[src/rtl/ctrl_pkg.sv]
// Shared types and encodings for the pipelined main control unit.
package ctrl_pkg;

  localparam int unsigned REG_W   = 5;
  localparam int unsigned ALUOP_W = 2;
  localparam int unsigned OPC_W   = 7;

  localparam logic [OPC_W-1:0] OP_R     = 7'b0110011;
  localparam logic [OPC_W-1:0] OP_I     = 7'b0010011;
  localparam logic [OPC_W-1:0] OP_LW    = 7'b0000011;
  localparam logic [OPC_W-1:0] OP_SW    = 7'b0100011;
  localparam logic [OPC_W-1:0] OP_BR    = 7'b1100011;
  localparam logic [OPC_W-1:0] OP_JAL   = 7'b1101111;
  localparam logic [OPC_W-1:0] OP_JALR  = 7'b1100111;
  localparam logic [OPC_W-1:0] OP_LUI   = 7'b0110111;
  localparam logic [OPC_W-1:0] OP_AUIPC = 7'b0010111;

  // ALU class: funct-decoded R-type, plain add, funct-decoded imm/branch, load address.
  localparam logic [ALUOP_W-1:0] ALUOP_RTYPE = 2'b00;
  localparam logic [ALUOP_W-1:0] ALUOP_ADD   = 2'b01;
  localparam logic [ALUOP_W-1:0] ALUOP_FN    = 2'b10;
  localparam logic [ALUOP_W-1:0] ALUOP_LOAD  = 2'b11;

  typedef struct packed {
    logic               valid;
    logic               alusrc;
    logic               memtoreg;
    logic               regwrite;
    logic               memread;
    logic               memwrite;
    logic               branch;
    logic               jump;
    logic [ALUOP_W-1:0] aluop;
    logic [REG_W-1:0]   rd;
  } ctrl_t;

  localparam ctrl_t CTRL_BUBBLE = '0;

endpackage

[src/rtl/pipe_ctrl_if.sv]
// ID-side inputs and per-stage control outputs of the pipeline control unit.
interface pipe_ctrl_if #(
  parameter int unsigned CNT_W = 16
) ();

  logic                           id_valid;
  logic [ctrl_pkg::OPC_W-1:0]     opcode;
  logic [ctrl_pkg::REG_W-1:0]     rs1;
  logic [ctrl_pkg::REG_W-1:0]     rs2;
  logic [ctrl_pkg::REG_W-1:0]     rd;
  logic                           ex_flush;

  logic                           stall;
  logic                           id_illegal;
  logic                           ex_alusrc;
  logic                           ex_branch;
  logic                           ex_jump;
  logic [ctrl_pkg::ALUOP_W-1:0]   ex_aluop;
  logic                           mem_read;
  logic                           mem_write;
  logic                           wb_regwrite;
  logic                           wb_memtoreg;
  logic [ctrl_pkg::REG_W-1:0]     ex_rd;
  logic [ctrl_pkg::REG_W-1:0]     mem_rd;
  logic [ctrl_pkg::REG_W-1:0]     wb_rd;
  logic                           illegal_seen;
  logic [CNT_W-1:0]               stall_cnt;
  logic [CNT_W-1:0]               flush_cnt;

  // Datapath / stimulus side.
  modport master (
    output id_valid, opcode, rs1, rs2, rd, ex_flush,
    input  stall, id_illegal, ex_alusrc, ex_branch, ex_jump, ex_aluop,
           mem_read, mem_write, wb_regwrite, wb_memtoreg,
           ex_rd, mem_rd, wb_rd, illegal_seen, stall_cnt, flush_cnt
  );

  // Control unit side.
  modport slave (
    input  id_valid, opcode, rs1, rs2, rd, ex_flush,
    output stall, id_illegal, ex_alusrc, ex_branch, ex_jump, ex_aluop,
           mem_read, mem_write, wb_regwrite, wb_memtoreg,
           ex_rd, mem_rd, wb_rd, illegal_seen, stall_cnt, flush_cnt
  );

endinterface

[src/rtl/ctrl_decode.sv]
// Combinational RV32I main decoder: opcode and rd to a control bundle.
module ctrl_decode
  import ctrl_pkg::*;
(
  input  logic [OPC_W-1:0] i_opcode,
  input  logic [REG_W-1:0] i_rd,
  output ctrl_t            o_ctrl,
  output logic             o_uses_rs1,
  output logic             o_uses_rs2,
  output logic             o_illegal
);

  ctrl_t w_raw;

  // Opcode table; unknown opcodes leave an all-zero, invalid bundle.
  always_comb begin
    w_raw      = CTRL_BUBBLE;
    o_uses_rs1 = 1'b0;
    o_uses_rs2 = 1'b0;
    o_illegal  = 1'b0;
    case (i_opcode)
      OP_R: begin
        w_raw.regwrite = 1'b1;
        w_raw.aluop    = ALUOP_RTYPE;
        o_uses_rs1     = 1'b1;
        o_uses_rs2     = 1'b1;
      end
      OP_I: begin
        w_raw.alusrc   = 1'b1;
        w_raw.regwrite = 1'b1;
        w_raw.aluop    = ALUOP_FN;
        o_uses_rs1     = 1'b1;
      end
      OP_LW: begin
        w_raw.alusrc   = 1'b1;
        w_raw.memtoreg = 1'b1;
        w_raw.regwrite = 1'b1;
        w_raw.memread  = 1'b1;
        w_raw.aluop    = ALUOP_LOAD;
        o_uses_rs1     = 1'b1;
      end
      OP_SW: begin
        w_raw.alusrc   = 1'b1;
        w_raw.memwrite = 1'b1;
        w_raw.aluop    = ALUOP_ADD;
        o_uses_rs1     = 1'b1;
        o_uses_rs2     = 1'b1;
      end
      OP_BR: begin
        w_raw.branch   = 1'b1;
        w_raw.aluop    = ALUOP_FN;
        o_uses_rs1     = 1'b1;
        o_uses_rs2     = 1'b1;
      end
      OP_JAL: begin
        w_raw.regwrite = 1'b1;
        w_raw.jump     = 1'b1;
        w_raw.aluop    = ALUOP_ADD;
      end
      OP_JALR: begin
        w_raw.alusrc   = 1'b1;
        w_raw.regwrite = 1'b1;
        w_raw.jump     = 1'b1;
        w_raw.aluop    = ALUOP_ADD;
        o_uses_rs1     = 1'b1;
      end
      OP_LUI, OP_AUIPC: begin
        w_raw.alusrc   = 1'b1;
        w_raw.regwrite = 1'b1;
        w_raw.aluop    = ALUOP_ADD;
      end
      default: o_illegal = 1'b1;
    endcase
    w_raw.valid = ~o_illegal;
  end

  // Writes to x0 are dropped, and rd is meaningless without a write.
  always_comb begin
    o_ctrl          = w_raw;
    o_ctrl.regwrite = w_raw.regwrite & (i_rd != '0);
    o_ctrl.rd       = o_ctrl.regwrite ? i_rd : '0;
  end

endmodule

[src/rtl/pipe_ctrl.sv]
// Pipelined main control: ID decode, load-use hazard, ID/EX -> EX/MEM -> MEM/WB bundles.
module pipe_ctrl
  import ctrl_pkg::*;
#(
  parameter int unsigned CNT_W = 16
) (
  input  logic        clk,
  input  logic        rst_n,
  pipe_ctrl_if.slave  bus
);

  ctrl_t            w_dec;
  logic             w_uses_rs1;
  logic             w_uses_rs2;
  logic             w_dec_illegal;
  logic             w_hazard;
  logic             w_stall;
  logic             w_bubble_in;
  logic             w_unused;

  ctrl_t            r_ex;
  ctrl_t            r_mem;
  ctrl_t            r_wb;
  logic             r_illegal_seen;
  logic [CNT_W-1:0] r_stall_cnt;
  logic [CNT_W-1:0] r_flush_cnt;

  ctrl_decode u_decode (
    .i_opcode   (bus.opcode),
    .i_rd       (bus.rd),
    .o_ctrl     (w_dec),
    .o_uses_rs1 (w_uses_rs1),
    .o_uses_rs2 (w_uses_rs2),
    .o_illegal  (w_dec_illegal)
  );

  // Load in EX whose result an ID source needs; a taken flush overrides it.
  assign w_hazard = r_ex.valid & r_ex.memread & (r_ex.rd != '0) &
                    ((w_uses_rs1 & (r_ex.rd == bus.rs1)) |
                     (w_uses_rs2 & (r_ex.rd == bus.rs2)));
  assign w_stall     = bus.id_valid & ~bus.ex_flush & w_hazard;
  assign w_bubble_in = w_stall | bus.ex_flush | ~bus.id_valid;

  // Stage registers: ID/EX takes a bubble or the decode, later stages always advance.
  always_ff @(posedge clk or negedge rst_n) begin
    if (!rst_n) begin
      r_ex  <= CTRL_BUBBLE;
      r_mem <= CTRL_BUBBLE;
      r_wb  <= CTRL_BUBBLE;
    end else begin
      r_ex  <= w_bubble_in ? CTRL_BUBBLE : w_dec;
      r_mem <= r_ex;
      r_wb  <= r_mem;
    end
  end

  // Sticky illegal flag and saturating stall/flush event counters.
  always_ff @(posedge clk or negedge rst_n) begin
    if (!rst_n) begin
      r_illegal_seen <= 1'b0;
      r_stall_cnt    <= '0;
      r_flush_cnt    <= '0;
    end else begin
      if (bus.id_valid && w_dec_illegal) r_illegal_seen <= 1'b1;
      if (w_stall && (r_stall_cnt != '1))
        r_stall_cnt <= r_stall_cnt + CNT_W'(1);
      if (bus.ex_flush && (r_flush_cnt != '1))
        r_flush_cnt <= r_flush_cnt + CNT_W'(1);
    end
  end

  assign bus.stall        = w_stall;
  assign bus.id_illegal   = bus.id_valid & w_dec_illegal;
  assign bus.ex_alusrc    = r_ex.alusrc;
  assign bus.ex_branch    = r_ex.branch;
  assign bus.ex_jump      = r_ex.jump;
  assign bus.ex_aluop     = r_ex.aluop;
  assign bus.ex_rd        = r_ex.rd;
  assign bus.mem_read     = r_mem.memread;
  assign bus.mem_write    = r_mem.memwrite;
  assign bus.mem_rd       = r_mem.rd;
  assign bus.wb_regwrite  = r_wb.regwrite;
  assign bus.wb_memtoreg  = r_wb.memtoreg;
  assign bus.wb_rd        = r_wb.rd;
  assign bus.illegal_seen = r_illegal_seen;
  assign bus.stall_cnt    = r_stall_cnt;
  assign bus.flush_cnt    = r_flush_cnt;

  // Bundle fields that no stage consumes at its own position.
  assign w_unused = ^{r_ex, r_mem, r_wb};

endmodule

[src/flat_wrapper.sv]
// flat-port wrapper written by rule: the top's interface ports become plain ports
module pipe_ctrl_flat import ctrl_pkg::*;
#(
  parameter int unsigned CNT_W = 16
)
  (clk, rst_n, bus_id_valid, bus_opcode, bus_rs1, bus_rs2, bus_rd, bus_ex_flush, bus_stall, bus_id_illegal, bus_ex_alusrc, bus_ex_branch, bus_ex_jump, bus_ex_aluop, bus_mem_read, bus_mem_write, bus_wb_regwrite, bus_wb_memtoreg, bus_ex_rd, bus_mem_rd, bus_wb_rd, bus_illegal_seen, bus_stall_cnt, bus_flush_cnt);
  pipe_ctrl_if #(.CNT_W(CNT_W)) bus_i ();
  input  logic clk;
  input  logic rst_n;
  input wire logic [$bits(bus_i.id_valid)-1:0] bus_id_valid;
  input wire logic [$bits(bus_i.opcode)-1:0] bus_opcode;
  input wire logic [$bits(bus_i.rs1)-1:0] bus_rs1;
  input wire logic [$bits(bus_i.rs2)-1:0] bus_rs2;
  input wire logic [$bits(bus_i.rd)-1:0] bus_rd;
  input wire logic [$bits(bus_i.ex_flush)-1:0] bus_ex_flush;
  output wire logic [$bits(bus_i.stall)-1:0] bus_stall;
  output wire logic [$bits(bus_i.id_illegal)-1:0] bus_id_illegal;
  output wire logic [$bits(bus_i.ex_alusrc)-1:0] bus_ex_alusrc;
  output wire logic [$bits(bus_i.ex_branch)-1:0] bus_ex_branch;
  output wire logic [$bits(bus_i.ex_jump)-1:0] bus_ex_jump;
  output wire logic [$bits(bus_i.ex_aluop)-1:0] bus_ex_aluop;
  output wire logic [$bits(bus_i.mem_read)-1:0] bus_mem_read;
  output wire logic [$bits(bus_i.mem_write)-1:0] bus_mem_write;
  output wire logic [$bits(bus_i.wb_regwrite)-1:0] bus_wb_regwrite;
  output wire logic [$bits(bus_i.wb_memtoreg)-1:0] bus_wb_memtoreg;
  output wire logic [$bits(bus_i.ex_rd)-1:0] bus_ex_rd;
  output wire logic [$bits(bus_i.mem_rd)-1:0] bus_mem_rd;
  output wire logic [$bits(bus_i.wb_rd)-1:0] bus_wb_rd;
  output wire logic [$bits(bus_i.illegal_seen)-1:0] bus_illegal_seen;
  output wire logic [$bits(bus_i.stall_cnt)-1:0] bus_stall_cnt;
  output wire logic [$bits(bus_i.flush_cnt)-1:0] bus_flush_cnt;
  assign bus_i.id_valid = bus_id_valid;
  assign bus_i.opcode = bus_opcode;
  assign bus_i.rs1 = bus_rs1;
  assign bus_i.rs2 = bus_rs2;
  assign bus_i.rd = bus_rd;
  assign bus_i.ex_flush = bus_ex_flush;
  assign bus_stall = bus_i.stall;
  assign bus_id_illegal = bus_i.id_illegal;
  assign bus_ex_alusrc = bus_i.ex_alusrc;
  assign bus_ex_branch = bus_i.ex_branch;
  assign bus_ex_jump = bus_i.ex_jump;
  assign bus_ex_aluop = bus_i.ex_aluop;
  assign bus_mem_read = bus_i.mem_read;
  assign bus_mem_write = bus_i.mem_write;
  assign bus_wb_regwrite = bus_i.wb_regwrite;
  assign bus_wb_memtoreg = bus_i.wb_memtoreg;
  assign bus_ex_rd = bus_i.ex_rd;
  assign bus_mem_rd = bus_i.mem_rd;
  assign bus_wb_rd = bus_i.wb_rd;
  assign bus_illegal_seen = bus_i.illegal_seen;
  assign bus_stall_cnt = bus_i.stall_cnt;
  assign bus_flush_cnt = bus_i.flush_cnt;
  pipe_ctrl #(.CNT_W(CNT_W)) u_core (.clk(clk), .rst_n(rst_n), .bus(bus_i));
endmodule
[config.mk]
export PLATFORM = sky130hd
export DESIGN_NAME = pipe_ctrl_flat
export DESIGN_NICKNAME = d
export VERILOG_FILES = /design/src/rtl/ctrl_pkg.sv /design/src/rtl/pipe_ctrl_if.sv /design/src/rtl/ctrl_decode.sv /design/src/rtl/pipe_ctrl.sv /design/src/flat_wrapper.sv
export SDC_FILE = /design/constraint.sdc
export NUM_CORES = 1
export LEC_CHECK = 0
export CORE_MARGIN = 2
export CORE_UTILIZATION = 30
export CTS_CLUSTER_DIAMETER = 120
export CTS_CLUSTER_SIZE = 14
export DETAILED_ROUTE_END_ITERATION = 10
export GPL_ROUTABILITY_DRIVEN = 0
export GPL_TIMING_DRIVEN = 1
export PLACE_DENSITY_LB_ADDON = 0.3
export SLEW_MARGIN = 20
export SYNTH_ARGS = -nofsm -noshare
export SYNTH_HDL_FRONTEND = slang
export SYNTH_SLANG_ARGS = --single-unit
[constraint.sdc]
create_clock -name clk -period 3.1 [get_ports clk]
set_clock_uncertainty 0.15 [all_clocks]
set_input_delay 0.62 -clock clk [delete_from_list [all_inputs] [get_ports clk]]
set_output_delay 0.62 -clock clk [all_outputs]
set_load 0.02 [all_outputs]
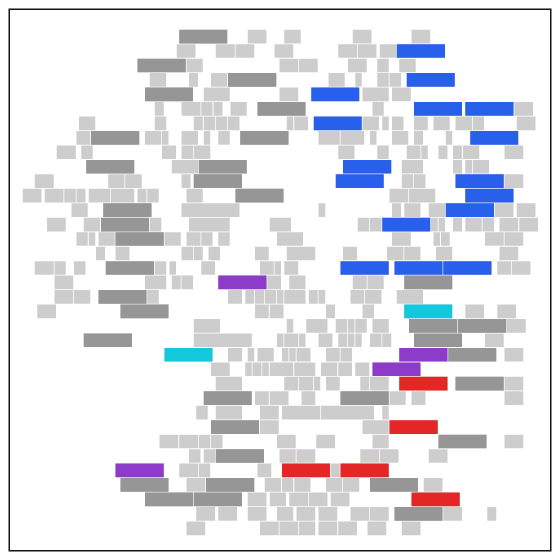
Fig. 1. Where the registers sit.
colour	name in the netlist	flops
cyan	u_core.bus.ex_aluop	2
purple	u_core.r_ex	4
blue	u_core.bus.flush_cnt	16
red	u_core.bus.mem_rd	5
sequential cell area share: 37.4%
post-layout util: 44.9%

==> flow_summary.json <==
{
  "status": "finished clean",
  "setup_violations": 0,
  "yosys-top-cells-count": "dfrtp_1, xnor2_1, nand2_1",
  "die_w_um": 102,
  "die_h_um": 102,
  "max_freq_mhz": 335,
  "gr-total-overflow": 0,
  "worstPathBufferInverterCount": 3,
  "max_stage_delay_ns": 0.45,
  "clockBufferDepth": 2,
  "rsz0062_at_grt": "false",
  "slew_violations": 0,
  "yosys_warnings": 0,
  "rrSetupSlack_ns": 0.75,
  "grt_pass1_wl_um": 11400,
  "top_area_share_pct": 54.3,
  "peakVddDrop_mv": 0.221,
  "start_kind": "input pin",
  "nFillCells": 844,
  "insertion_delay_ns": 0.35,
  "boundaryPins": 85,
  "antennaDiodeCount": 0,
  "ys.flop_type": "dfrtp_1",
  "arrival_ns": 2.22,
  "finalNonFillerCells": 485,
  "synth_top_cell_by_area": "dfrtp_1",
  "p_per_area_nw_per_um2": 488,
  "first_pass_iters": 4,
  "htree_levels": 3,
  "log.warning_count": 26,
  "synth_seq_share_pct": 54.3,
  "maxSlewHeadroom_pct": 67.5,
  "ys_cells": 246,
  "cts_root_buffer": "clkbuf_8",
  "area.combinational_um2": 1200,
  "synth_flop_count": 62,
  "via_per_inst": 4.53,
  "wl_um": 6780,
  "synth_cell_types": 45,
  "cp_max_fo": 6,
  "syn-num-nets": 274,
  "ys_chip_area_um2": 2860,
  "finalHoldViolCount": 0,
  "fin_nets": 379,
  "cts_buffers": 9,
  "clock_sinks": 62,
  "drc": 0,
  "grt_pass1_vias": 2279,
  "simple_gate_share_pct": 21.3,
  "dieArea_um2": 10300,
  "edf_count": 0,
  "compound_area_share_pct": 5.92,
  "crit_family": "buffers and inverters",
  "path_cells": "clkdlybuf4s50_1 -> buf_4 -> nand2b_1 -> a21oi_1 -> o21bai_2 -> a21oi_2 -> nor2_1 -> dlygate4sd2_1",
  "routedWlPerCell_um": 14.0,
  "cts-hold-fix-buffers": 0,
  "fin_crit_ns": 2.99,
  "dp.cells": 469,
  "post_cts_buffers": 0,
  "async_reset_ff_share_pct": 100,
  "max_slew.worst_pin.slew_ns": 0.483,
  "synth.most_common_cell": "dfrtp_1",
  "clk_pin_slew_ns": 0.06,
  "p_total_w": 0.00203,
  "slowest_stage": "clkdlybuf4s50_1",
  "area_leaders": "dfrtp_1, xnor2_1, and3_1",
  "hold_path_class": "in -> async",
  "flop_area_um2": 1550,
  "synth-xor-area-share_pct": 12.3,
  "finalCritPeriodShare_pct": 96.4,
  "worstSetupEndpointType": "output pin",
  "synth-adder-area-share_pct": 0.876,
  "syn_area_um2": 2860,
  "crit_type": "in -> out",
  "io_buffer_count": 84,
  "antenna_left": 0,
  "via_count": 2198,
  "ctsResizeCount": 7,
  "drtIter0Drc": 76,
  "area_delta_synth_final_pct": 45.3,
  "ys_sh_mux_pct": 1.18,
  "initial_core_util_pct": 30.9,
  "cts_tree": "done",
  "grt_usage_pct": 14.6,
  "antenna_found_initial": 0,
  "crit_required_ns": 2.33,
  "syn_inst": 246,
  "p_leak_nw": 1.81,
  "dp_hpwl_um": 5150,
  "logic_family": "simple AND/OR/NAND/NOR gates",
  "grt_max_degree": 25,
  "syn-mean-instance-area_um2": 11.6,
  "layout-drive-gt1-share_pct": 15.4,
  "maxCapViolations": 0
}
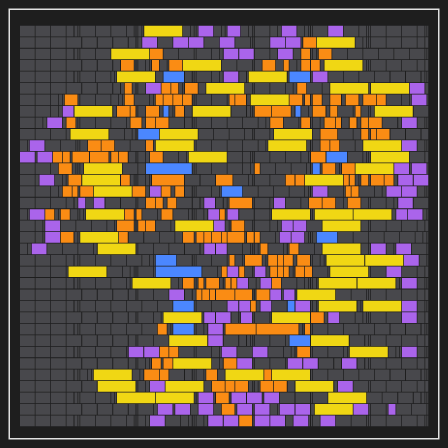
Fig. 2. Placed cells, one colour a class.
Fill, decap, tap and diode cells in grey.
colour	class	cells
yellow	flip-flops	62
orange	all other logic	169
blue	clock drivers and dummy loads	16
purple	other buffers and delay cells	109
Core ar.: 9240 um^2
FP Rows: 35
design area: 4150 um^2

## cell usage in the layout (no fill, tap or decap), drive strengths merged, types with 5 or more instances in the layout
master	Yosys	final
clkdlybuf4s50	0	79
dfrtp	62	62
xnor2	33	33
buf	14	27
nand2	20	20
and3	18	18
nand3	14	14
nand4	12	12
clkbuf	1	12
nor2	8	8
xor2	7	7
nor4	6	6
nor3	5	5
## registers in the layout, summed over array words and instances, names as in the netlist
name	cells
u_core.bus.flush_cnt	16
u_core.bus.stall_cnt	16
u_core.bus.ex_rd	5
u_core.bus.mem_rd	5
u_core.bus.wb_rd	5
u_core.r_ex	4
u_core.bus.ex_aluop	2
u_core.bus.ex_alusrc	1
u_core.bus.ex_branch	1
u_core.bus.ex_jump	1
u_core.bus.illegal_seen	1
u_core.bus.mem_read	1
u_core.bus.mem_write	1
u_core.bus.wb_memtoreg	1
u_core.bus.wb_regwrite	1
u_core.r_mem	1
## report_power, final
| part | switching, W | internal, W |
|---|---|---|
| clock network | 0.000304 | 0.000472 |
| registers | 0.0000626 | 0.000855 |
| logic | 0.000157 | 0.000174 |
| total | 0.000524 | 0.00150 |
## cell type report
cell class                      instances  area share (%)
Clock buffer                           12            3.50
Clock inverter                          4            1.69
Inverter                                2           0.181
Multi-Input combinational cell        167            28.9
Sequential cell                        62            37.4
Tap cell                              129            3.89
Timing Repair Buffer                  109            24.5
## final timing paths
check | start | end | depth (start not counted)
setup / recovery | bus_opcode[4] | bus_id_illegal | 8
max in group asynchronous | rst_n | u_core.bus.stall_cnt[5]$_DFFE_PN0P_ | 2
setup reg to reg | u_core.bus.ex_rd[0]$_DFF_PN0_ | u_core.bus.ex_alusrc$_DFF_PN0_ | 6
hold / removal | rst_n | u_core.bus.wb_rd[3]$_DFF_PN0_ | 1
hold reg to reg | u_core.r_ex[9]$_DFF_PN0_ | u_core.bus.mem_write$_DFF_PN0_ | 0
min in group clk | u_core.r_ex[9]$_DFF_PN0_ | u_core.bus.mem_write$_DFF_PN0_ | 0
## worst reg2reg max path: cells and delay by family, from the launching register on
| kind | cells | cell delay, ns |
|---|---|---|
| flip-flops | 1 | 0.45 |
| AND-OR/OR-AND | 2 | 0.54 |
| buffers and inverters | 1 | 0.15 |
| AND/OR/NAND/NOR | 3 | 0.93 |
## per-stage QoR
step / setup WS, ns / hold WS [ns] / TNS (ns) / area, um^2
2_1_floorplan: 0.357 / 0.174 / 0 / 2860
3_3_place_gp: -0.427 / 0.185 / -0.647 / 3930
5_1_grt: 0.00785 / 0.112 / 0 / 4150
6_report: 0.113 / 0.0729 / 0 / 4150
4_1_cts: 0.00580 / 0.0794 / 0 / 4140
3_5_place_dp: -0.437 / 0.185 / -0.644 / 3930
## kinds of logic after synthesis
logic type	Yosys count
AOI/OAI and AO/OA	19
xor gates and xnor gates	40
adders and majority gates	2
buffers and inverters	17
DFF	62
muxes	3
and+or+nand+nor	103
## routing by layer
layer / wire [um] / up-vias / share of wire, % / GRT usage [%]
li1: - / 1074 / - / -
met1: 3200 / 1059 / 47 / 19.5
met2: 3150 / 52 / 46 / 21.7
met3: 269 / 13 / 4.0 / 3.86
met4: 164 / 0 / 2.4 / 7.69
met5: 0 / - / 0 / 0
